<file path="src/rtl/fp_pkg.sv">
// Shared single-precision constants, word layout and accumulator state encoding.
package fp_pkg;

  localparam int         FP_EXP_W   = 8;
  localparam int         FP_MAN_W   = 23;
  localparam int         FP_BIAS    = 127;
  localparam logic [7:0] FP_EXP_MAX = 8'hFE;

  typedef struct packed {
    logic                sign;
    logic [FP_EXP_W-1:0] exp;
    logic [FP_MAN_W-1:0] man;
  } fp32_t;

  typedef enum logic [2:0] {
    ST_IDLE,
    ST_ALIGN,
    ST_ADD,
    ST_NORM,
    ST_DONE
  } fp_acc_state_t;

endpackage

</file>
<file path="src/rtl/fp_accumulator_if.sv">
// Term input and sum output handshakes of the accumulator.
// The master drives terms and out_ready; the slave is the accumulator.
interface fp_accumulator_if #(
  parameter int N     = 32,
  parameter int CNT_W = 8
);
  logic             in_valid;
  logic             in_ready;
  logic [N-1:0]     in_data;
  logic             in_last;
  logic             out_valid;
  logic             out_ready;
  logic [N-1:0]     out_data;
  logic [CNT_W-1:0] out_count;

  modport master (
    output in_valid, in_data, in_last, out_ready,
    input  in_ready, out_valid, out_data, out_count
  );

  modport slave (
    input  in_valid, in_data, in_last, out_ready,
    output in_ready, out_valid, out_data, out_count
  );
endinterface

</file>
<file path="src/rtl/fp_align_add.sv">
// Combinational compare, align and add/subtract of two nonzero single-precision words.
// Truncates shifted-out bits; the result sign and exponent come from the larger operand.
module fp_align_add
  import fp_pkg::*;
(
  input  fp32_t       a_i,
  input  fp32_t       b_i,
  output logic [24:0] sum_o,
  output logic [8:0]  exp_o,
  output logic        sign_o
);

  logic        a_big;
  fp32_t       big_op;
  fp32_t       lit_op;
  logic [23:0] big_m;
  logic [23:0] lit_m;
  logic [23:0] lit_sh;
  logic [7:0]  diff;

  always_comb begin
    a_big  = (a_i.exp > b_i.exp) || ((a_i.exp == b_i.exp) && (a_i.man >= b_i.man));
    big_op = a_big ? a_i : b_i;
    lit_op = a_big ? b_i : a_i;
    big_m  = {1'b1, big_op.man};
    lit_m  = {1'b1, lit_op.man};
    diff   = big_op.exp - lit_op.exp;
    // Differences of 25 or more move the smaller operand entirely out of range.
    lit_sh = (diff >= 8'd25) ? 24'd0 : (lit_m >> diff);
    if (big_op.sign == lit_op.sign) begin
      sum_o = {1'b0, big_m} + {1'b0, lit_sh};
    end else begin
      sum_o = {1'b0, big_m} - {1'b0, lit_sh};
    end
    exp_o  = {1'b0, big_op.exp};
    sign_o = big_op.sign;
  end

endmodule

</file>
<file path="src/rtl/fp_accumulator.sv">
// Sequential single-precision accumulator: sums handshaked terms, emits the total after in_last.
// Optional macro FP_ACC_SAT_EN clamps exponent overflow to the largest finite magnitude.
module fp_accumulator
  import fp_pkg::*;
#(
  parameter int N     = 32,
  parameter int CNT_W = 8
) (
  input  logic            clk,
  input  logic            rst_n,
  fp_accumulator_if.slave acc_if
);

  fp_acc_state_t    state_q, state_d;
  fp32_t            acc_q, acc_d;
  logic [N-1:0]     term_q, term_d;
  logic [CNT_W-1:0] cnt_q, cnt_d;
  logic             last_q, last_d;
  logic [24:0]      sum_q, sum_d;
  logic [8:0]       wexp_q, wexp_d;
  logic             sign_q, sign_d;
  logic             sat_q, sat_d;

  logic [24:0] aa_sum;
  logic [8:0]  aa_exp;
  logic        aa_sign;
  logic        accept;
  logic        commit;
  logic        zero_res;
  logic [8:0]  c_exp;
  logic [22:0] c_man;

  // acc_q and term_q stay stable through ALIGN and ADD, giving this path two cycles.
  fp_align_add u_align_add (
    .a_i    (acc_q),
    .b_i    (fp32_t'(term_q)),
    .sum_o  (aa_sum),
    .exp_o  (aa_exp),
    .sign_o (aa_sign)
  );

  assign accept           = acc_if.in_valid && (state_q == ST_IDLE);
  assign acc_if.in_ready  = (state_q == ST_IDLE);
  assign acc_if.out_valid = (state_q == ST_DONE);
  assign acc_if.out_data  = acc_q;
  assign acc_if.out_count = cnt_q;

  always_ff @(posedge clk or negedge rst_n) begin
    if (!rst_n) begin
      state_q <= ST_IDLE;
    end else begin
      state_q <= state_d;
    end
  end

  always_ff @(posedge clk or negedge rst_n) begin
    if (!rst_n) begin
      acc_q  <= '0;
      term_q <= '0;
      cnt_q  <= '0;
      last_q <= 1'b0;
      sum_q  <= '0;
      wexp_q <= '0;
      sign_q <= 1'b0;
      sat_q  <= 1'b0;
    end else begin
      acc_q  <= acc_d;
      term_q <= term_d;
      cnt_q  <= cnt_d;
      last_q <= last_d;
      sum_q  <= sum_d;
      wexp_q <= wexp_d;
      sign_q <= sign_d;
      sat_q  <= sat_d;
    end
  end

  always_comb begin
    state_d  = state_q;
    acc_d    = acc_q;
    term_d   = term_q;
    cnt_d    = cnt_q;
    last_d   = last_q;
    sum_d    = sum_q;
    wexp_d   = wexp_q;
    sign_d   = sign_q;
    sat_d    = sat_q;
    commit   = 1'b0;
    zero_res = 1'b0;
    c_exp    = wexp_q;
    c_man    = sum_q[22:0];

    case (state_q)
      ST_IDLE: begin
        if (accept) begin
          cnt_d  = cnt_q + 1'b1;
          last_d = acc_if.in_last;
          term_d = acc_if.in_data;
          if ((acc_if.in_data == '0) || sat_q) begin
            state_d = acc_if.in_last ? ST_DONE : ST_IDLE;
          end else if (acc_q == '0) begin
            acc_d   = fp32_t'(acc_if.in_data);
            state_d = acc_if.in_last ? ST_DONE : ST_IDLE;
          end else begin
            state_d = ST_ALIGN;
          end
        end
      end

      ST_ALIGN: state_d = ST_ADD;

      ST_ADD: begin
        sum_d   = aa_sum;
        wexp_d  = aa_exp;
        sign_d  = aa_sign;
        state_d = ST_NORM;
      end

      ST_NORM: begin
        if (sum_q[24]) begin
          commit = 1'b1;
          c_exp  = wexp_q + 9'd1;
          c_man  = sum_q[23:1];
        end else if (sum_q == '0) begin
          commit   = 1'b1;
          zero_res = 1'b1;
        end else if (sum_q[23]) begin
          commit = 1'b1;
        end else if (wexp_q <= 9'd1) begin
          commit   = 1'b1;
          zero_res = 1'b1;
        end else begin
          sum_d  = sum_q << 1;
          wexp_d = wexp_q - 9'd1;
        end

        if (commit) begin
          if (zero_res) begin
            acc_d = '0;
          end else begin
            acc_d = {sign_q, c_exp[7:0], c_man};
`ifdef FP_ACC_SAT_EN
            if (c_exp >= 9'd255) begin
              acc_d = {sign_q, FP_EXP_MAX, 23'h7FFFFF};
              sat_d = 1'b1;
            end
`endif
          end
          state_d = last_q ? ST_DONE : ST_IDLE;
        end
      end

      ST_DONE: begin
        if (acc_if.out_ready) begin
          acc_d   = '0;
          cnt_d   = '0;
          sat_d   = 1'b0;
          state_d = ST_IDLE;
        end
      end

      default: state_d = ST_IDLE;
    endcase
  end

endmodule

</file>
<file path="src/flat_wrapper.sv">
// flat-port wrapper written by rule: the top's interface ports become plain ports
module fp_accumulator_flat import fp_pkg::*;
#(
  parameter int N     = 32,
  parameter int CNT_W = 8
)
  (clk, rst_n, acc_if_in_valid, acc_if_in_data, acc_if_in_last, acc_if_out_ready, acc_if_in_ready, acc_if_out_valid, acc_if_out_data, acc_if_out_count);
  fp_accumulator_if #(.N(N), .CNT_W(CNT_W)) acc_if_i ();
  input  logic clk;
  input  logic rst_n;
  input wire logic [$bits(acc_if_i.in_valid)-1:0] acc_if_in_valid;
  input wire logic [$bits(acc_if_i.in_data)-1:0] acc_if_in_data;
  input wire logic [$bits(acc_if_i.in_last)-1:0] acc_if_in_last;
  input wire logic [$bits(acc_if_i.out_ready)-1:0] acc_if_out_ready;
  output wire logic [$bits(acc_if_i.in_ready)-1:0] acc_if_in_ready;
  output wire logic [$bits(acc_if_i.out_valid)-1:0] acc_if_out_valid;
  output wire logic [$bits(acc_if_i.out_data)-1:0] acc_if_out_data;
  output wire logic [$bits(acc_if_i.out_count)-1:0] acc_if_out_count;
  assign acc_if_i.in_valid = acc_if_in_valid;
  assign acc_if_i.in_data = acc_if_in_data;
  assign acc_if_i.in_last = acc_if_in_last;
  assign acc_if_i.out_ready = acc_if_out_ready;
  assign acc_if_in_ready = acc_if_i.in_ready;
  assign acc_if_out_valid = acc_if_i.out_valid;
  assign acc_if_out_data = acc_if_i.out_data;
  assign acc_if_out_count = acc_if_i.out_count;
  fp_accumulator #(.N(N), .CNT_W(CNT_W)) u_core (.clk(clk), .rst_n(rst_n), .acc_if(acc_if_i));
endmodule
</file>
<file path="config.mk">
export PLATFORM = sky130hd
export DESIGN_NAME = fp_accumulator_flat
export DESIGN_NICKNAME = d
export VERILOG_FILES = /design/src/rtl/fp_pkg.sv /design/src/rtl/fp_accumulator_if.sv /design/src/rtl/fp_align_add.sv /design/src/rtl/fp_accumulator.sv /design/src/flat_wrapper.sv
export SDC_FILE = /design/constraint.sdc
export NUM_CORES = 1
export LEC_CHECK = 0
export ABC_CLOCK_PERIOD_IN_PS = 23500
export CAP_MARGIN = 20
export CORE_MARGIN = 2
export CORE_UTILIZATION = 50
export DETAILED_ROUTE_END_ITERATION = 8
export PLACE_DENSITY = 0.76
export SYNTH_ARGS = -nofsm -noshare
export SYNTH_HDL_FRONTEND = slang
export SYNTH_HIERARCHICAL = 1
export SYNTH_SLANG_ARGS = --single-unit
</file>
<file path="constraint.sdc">
create_clock -name clk -period 23.5 [get_ports clk]
set_clock_uncertainty 0.15 [all_clocks]
set_input_delay 3.525 -clock clk [delete_from_list [all_inputs] [get_ports clk]]
set_output_delay 3.525 -clock clk [all_outputs]
set_load 0.05 [all_outputs]
</file>
### Close-up of the layout, run 1

Region (89, 89) to (139, 139) um. Cells in gray, sequential cells in the stronger gray; small squares are vias.
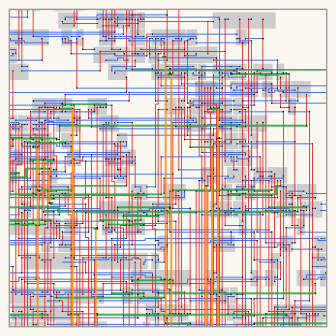
Key: metal 4 = orange; metal 3 = green; metal 2 = red; metal 1 = blue
129 logic cells have their middle in the window. Sequential cells in the window: 0. Most frequent: nand3_1 (13), nor2_1 (11), a21oi_1 (11).

### Clock wiring as the flow saved it, run 1

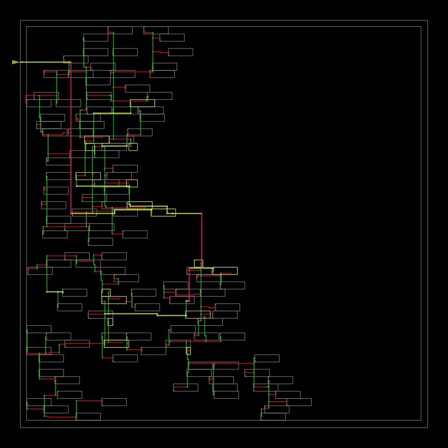
Seq cells: 111
CTS sink cnt: 111
clk latency late pin: 350 ps

==> run summary, run 1 <==
Placed Area -> 11800 um2
Crit path kind -> register to register
NumNets Final -> 1412
Ys flops -> 111
Initial antenna violation count -> 1
TritonCTS clock tree -> done
Crit end category -> register
Critical path's top delay family -> AND-OR/OR-AND gates
EDFF count, synth -> 0
Post-synth cell types -> 106
Total track usage -> 30.8%
Antenna Violating Nets Remaining -> 0
# Cells Yosys -> 1284
Site Rows -> 54
Total wire length -> 36900 um
Min-delay worst type -> register to register
Die Size -> 23100 um2
Max_cap viols -> 0
Routed length per instance -> 23.0 um
Cell area after synthesis -> 10900 um2
Ys async rst share -> 100%
Area leader, netlist -> dfrtp_1
Outcome -> finished clean
Net count after synthesis -> 1382
Grt ovf -> 0
CTS Buf Count -> 9
Tool warnings -> 28
Yosys chip area -> 10900 um2
Vias in the first global route -> 10000
Final min period -> 11520 ps
Crit path largest cell delay -> 930 ps
FP Util -> 50.6%
DRC viols -> 0
Final instance area -> 12100 um2
Post-CTS sizing -> 0
Initial drt markers -> 1351
Crit-path slowest cell -> ha_1
Cts hold-fix bufs -> 0
Share of cells above drive strength 1 -> 10.4%
Final Hold Vio Count -> 0
### I/O pins on the die edge, run 1

(2 px per um) Pins as bars across the die edge, other pins in gray.
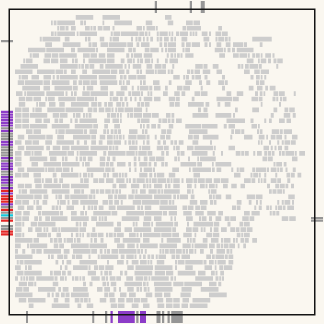
Key: acc_if_out_count = red [pins 8, direction output, edge west]; acc_if_in_data = purple [pins 32, direction input, edge 19 west, 13 south]; acc_if_in_ready = cyan [pins 1, direction output, edge west]
Die Wd: 152 um
Die Span Y: 152 um
IO buf count: 78

## run 1: per-stage QoR
stage	util [%]	instances
final	55.8	1600
after global routing	55.8	1599
after CTS	55.8	1599
after detailed placement	54.5	1583
after global placement	54.4	1582
after floorplan	-	1284
## run 1: state kept, by name (all words and copies together), names as in the netlist
register	cells
u_core/last_q	1
u_core/term_q	32
u_core/sign_q	1
u_core/acc_if.out_count	8
u_core/acc_if.out_data	32
u_core/state_q	3
u_core/wexp_q	9
u_core/sum_q	25
## run 1: worst paths after layout
| check | startpoint | endpoint | depth (start not counted) |
|---|---|---|---|
| worst max-delay path | u_core/acc_if.out_data[23] | u_core/sum_q[24] | 39 |
| max in group asynchronous | rst_n | u_core/term_q[19] | 2 |
| worst max register to register | u_core/acc_if.out_data[23] | u_core/sum_q[24] | 39 |
| worst min-delay path | u_core/term_q[25] | u_core/term_q[25] | 1 |
| min in group asynchronous | rst_n | u_core/wexp_q[5] | 1 |
| worst min register to register | u_core/term_q[25] | u_core/term_q[25] | 1 |
## run 1: layout make-up
class                           instances  area [um2]
Antenna cell                            1        2.50
Tap cell                              280         350
Timing Repair Buffer                   96         917
Fill cell                            1927        9560
Sequential cell                       111        2780
Multi-Input combinational cell       1010        7410
Inverter                               86         323
Clock buffer                           10         229
Clock inverter                          6        51.3
## run 1: layout by cell type, fill, tap and decap left out, types with 9 or more instances in the layout
cell	synthesis	final
mux2i_1	48	48
nand4_1	16	16
and3_1	10	10
a211oi_1	15	15
xor2_1	21	21
mux4_2	12	12
nand3_1	33	33
a222oi_1	26	26
dfrtp_1	111	111
a21o_1	12	12
inv_1	84	84
mux2_2	41	41
a22oi_1	30	30
xnor2_1	33	33
o21ai_0	91	91
a31oi_1	13	13
ha_1	60	60
buf_4	6	18
clkbuf_16	0	9
a21oi_1	83	82
nor2b_1	9	9
clkdlybuf4s50_1	0	77
nor3_1	28	27
nor2_1	113	113
nor4_1	22	22
nand2_1	105	105
## run 1: cell families (layout without fill, tap and decap cells)
kind of cell               after synthesis  count (layout)  share of synthesized area [%]
buffers and inverters                  163             198                           7.03
DFF                                    111             111                           25.4
other                                    1               2                         0.0343
adders and majority gates               61              61                           7.04
muxes                                  110             110                           12.7
xor gates and xnor gates                54              54                           4.32
AOI/OAI and AO/OA                      397             397                           25.9
and+or+nand+nor                        387             387                           17.6
## run 1: routing by layer
metal  global-route usage, %  vias up  share of wire (%)
li1                        -     4867                  -
met1                    44.0     5150                 43
met2                    47.6      585                 45
met3                    6.16       57                 10
met4                    9.03        0                2.2
met5                       0        -                  0
--- run 2 (diff from run 1) ---
--- a/config.mk
+++ b/config.mk
@@ -5,12 +5,12 @@
 export SDC_FILE = /design/constraint.sdc
 export NUM_CORES = 1
 export LEC_CHECK = 0
-export ABC_CLOCK_PERIOD_IN_PS = 23500
+export ABC_CLOCK_PERIOD_IN_PS = 9700
 export CAP_MARGIN = 20
 export CORE_MARGIN = 2
 export CORE_UTILIZATION = 50
 export DETAILED_ROUTE_END_ITERATION = 8
-export PLACE_DENSITY = 0.76
+export PLACE_DENSITY = 0.78
 export SYNTH_ARGS = -nofsm -noshare
 export SYNTH_HDL_FRONTEND = slang
 export SYNTH_HIERARCHICAL = 1
==> constraint.sdc (replaced) <==
create_clock -name clk -period 9.7 [get_ports clk]
set_clock_uncertainty 0.15 [all_clocks]
set_input_delay 1.455 -clock clk [delete_from_list [all_inputs] [get_ports clk]]
set_output_delay 1.455 -clock clk [all_outputs]
set_load 0.05 [all_outputs]
### Close-up of the layout, run 2

Region (89, 89) to (139, 139) um. Cells in gray, sequential cells in the stronger gray; small squares are vias.
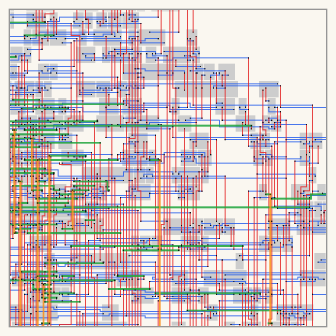
Key: metal 2 = red; metal 1 = blue; metal 4 = orange; metal 3 = green
148 logic cells have their middle in the window. Sequential cells in the window: 0. Most frequent: nor2_1 (17), nand2_1 (13), o21ai_0 (12).

### Metal 3, run 2

(3 px per um) Cells faint in the background.
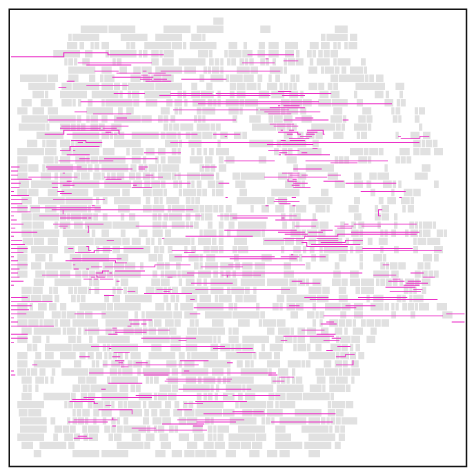
The wires run mostly horizontal. The longest straight run is 89.7 um. 262 nets have wire on it.

==> run 2 against run 1 <==
  * Flip-flop count unchanged
  * First-iteration DRC count up 13%
  * Critical path type unchanged
  * Sequential share of layout area fell by 0.38 points
  * Synthesized cell count unchanged
  * Setup slack worse by 11000 ps
  * Via count rose by 2.7%
  * Critical endpoint unchanged
  * Non-clock buffer count is 16 higher
==> run summary, run 2 <==
Die Size -> 23100 um2 (unchanged)
IO buf count -> 78 (unchanged)
FP Util -> 50.6% (unchanged)
Worst Setup EP -> u_core/sum_q[24]
Tool warnings -> 28 (unchanged)
Initial antenna violation count -> 0 (-1)
Vias in the first global route -> 10100 (+1.3%)
Antenna Violating Nets Remaining -> 0 (unchanged)
Initial drt markers -> 1530 (+13%)
Final min period -> 9050 ps (-2460 ps)
Crit path largest cell delay -> 680 ps (-250 ps)
Total track usage -> 32.1% (+1.3 points)
Reg2Reg Depth -> 35 (-10%)
Outcome -> finished clean
Max_cap viols -> 0 (unchanged)
Routed length per instance -> 23.5 um (+2.0%)
Crit end category -> register
Crit-path slowest cell -> mux4_1
Share of cells above drive strength 1 -> 12.1% (+1.7 points)
Final Hold Vio Count -> 0 (unchanged)
Area leader, netlist -> dfrtp_1
TritonCTS clock tree -> done
Cell area after synthesis -> 10900 um2 (unchanged)
Clk latency late pin -> 360 ps (about the same)
Placed Area -> 11900 um2 (+0.92%)
Yosys chip area -> 10900 um2 (unchanged)
DRC viols -> 0 (unchanged)
Ys flops -> 111 (unchanged)
CP startpoint -> u_core/acc_if.out_data[26]
Site Rows -> 54 (unchanged)
Net count after synthesis -> 1382 (unchanged)
CTS Buf Count -> 9 (unchanged)
Crit path kind -> register to register
EDFF count, synth -> 0 (unchanged)
CTS sink cnt -> 111 (unchanged)
Ys async rst share -> 100% (unchanged)
Die Span Y -> 152 um (unchanged)
Worst r2r dst -> u_core/sum_q[24]
Grt ovf -> 0 (unchanged)
==> run 2: cells by family after synthesis <==
logic type               count (synthesis)  synth area share, %
buffers and inverters                  163                 7.03
AND/OR/NAND/NOR                        387                 17.6
XOR/XNOR                                54                 4.32
flip-flops                             111                 25.4
adder cells (fa/ha/maj)                 61                 7.04
other                                    1               0.0343
AND-OR/OR-AND                          397                 25.9
multiplexers                           110                 12.7
==> run 2: metrics by stage <==
step,std cells,worst slack (ps),util [%]
6_report,1616,647,56.7
5_1_grt,1615,29.3,56.7
4_1_cts,1614,313,56.4
3_5_place_dp,1598,333,55.0
3_3_place_gp,1598,469,55.0
2_1_floorplan,1284,837,-
==> run 2: worst min path at each step <==
stage / start / slack [ps] / endpoint
after CTS: u_core/term_q[10] / 360 / u_core/term_q[10]
after detailed placement: u_core/term_q[10] / 350 / u_core/term_q[10]
after floorplan: u_core/term_q[25] / 330 / u_core/term_q[25]
after global routing: u_core/term_q[29] / 380 / u_core/term_q[29]
final: u_core/term_q[10] / 360 / u_core/term_q[10]
after global placement: u_core/term_q[11] / 340 / u_core/term_q[11]
==> run 2: routing by layer <==
layer / track usage [%] / routed length (um) / vias to the layer above
li1: - / - / 4923
met1: 46.5 / 16400 / 5314
met2: 49.7 / 17000 / 643
met3: 5.79 / 3690 / 66
met4: 8.46 / 818 / 0
met5: 0 / 0 / -
==> run 2: final cells by class <==
class,instances,area [um2]
Multi-Input combinational cell,1010,7470
Inverter,86,327
Clock inverter,4,55.1
Fill cell,1959,9360
Tap cell,280,350
Antenna cell,1,2.50
Timing Repair Buffer,112,1030
Clock buffer,12,246
Sequential cell,111,2780
==> run 2: timing repair <==
item / 4_1_cts / 5_1_grt
gates resized: 0 / 15
hold buffers: 0 / 0
hold endpoints to repair: 0 / 0
setup buffers: 0 / 0
endpoints found under the setup margin: 0 / 6
==> run 2: critical path: cells and delay by family (launching register included) <==
kind	cells	cell delay, ps
adder cells (fa/ha/maj)	4	1370
flip-flops	1	470
AND-OR/OR-AND	19	4340
multiplexers	4	1390
XOR/XNOR	1	180
buffers and inverters	1	100
AND/OR/NAND/NOR	6	920
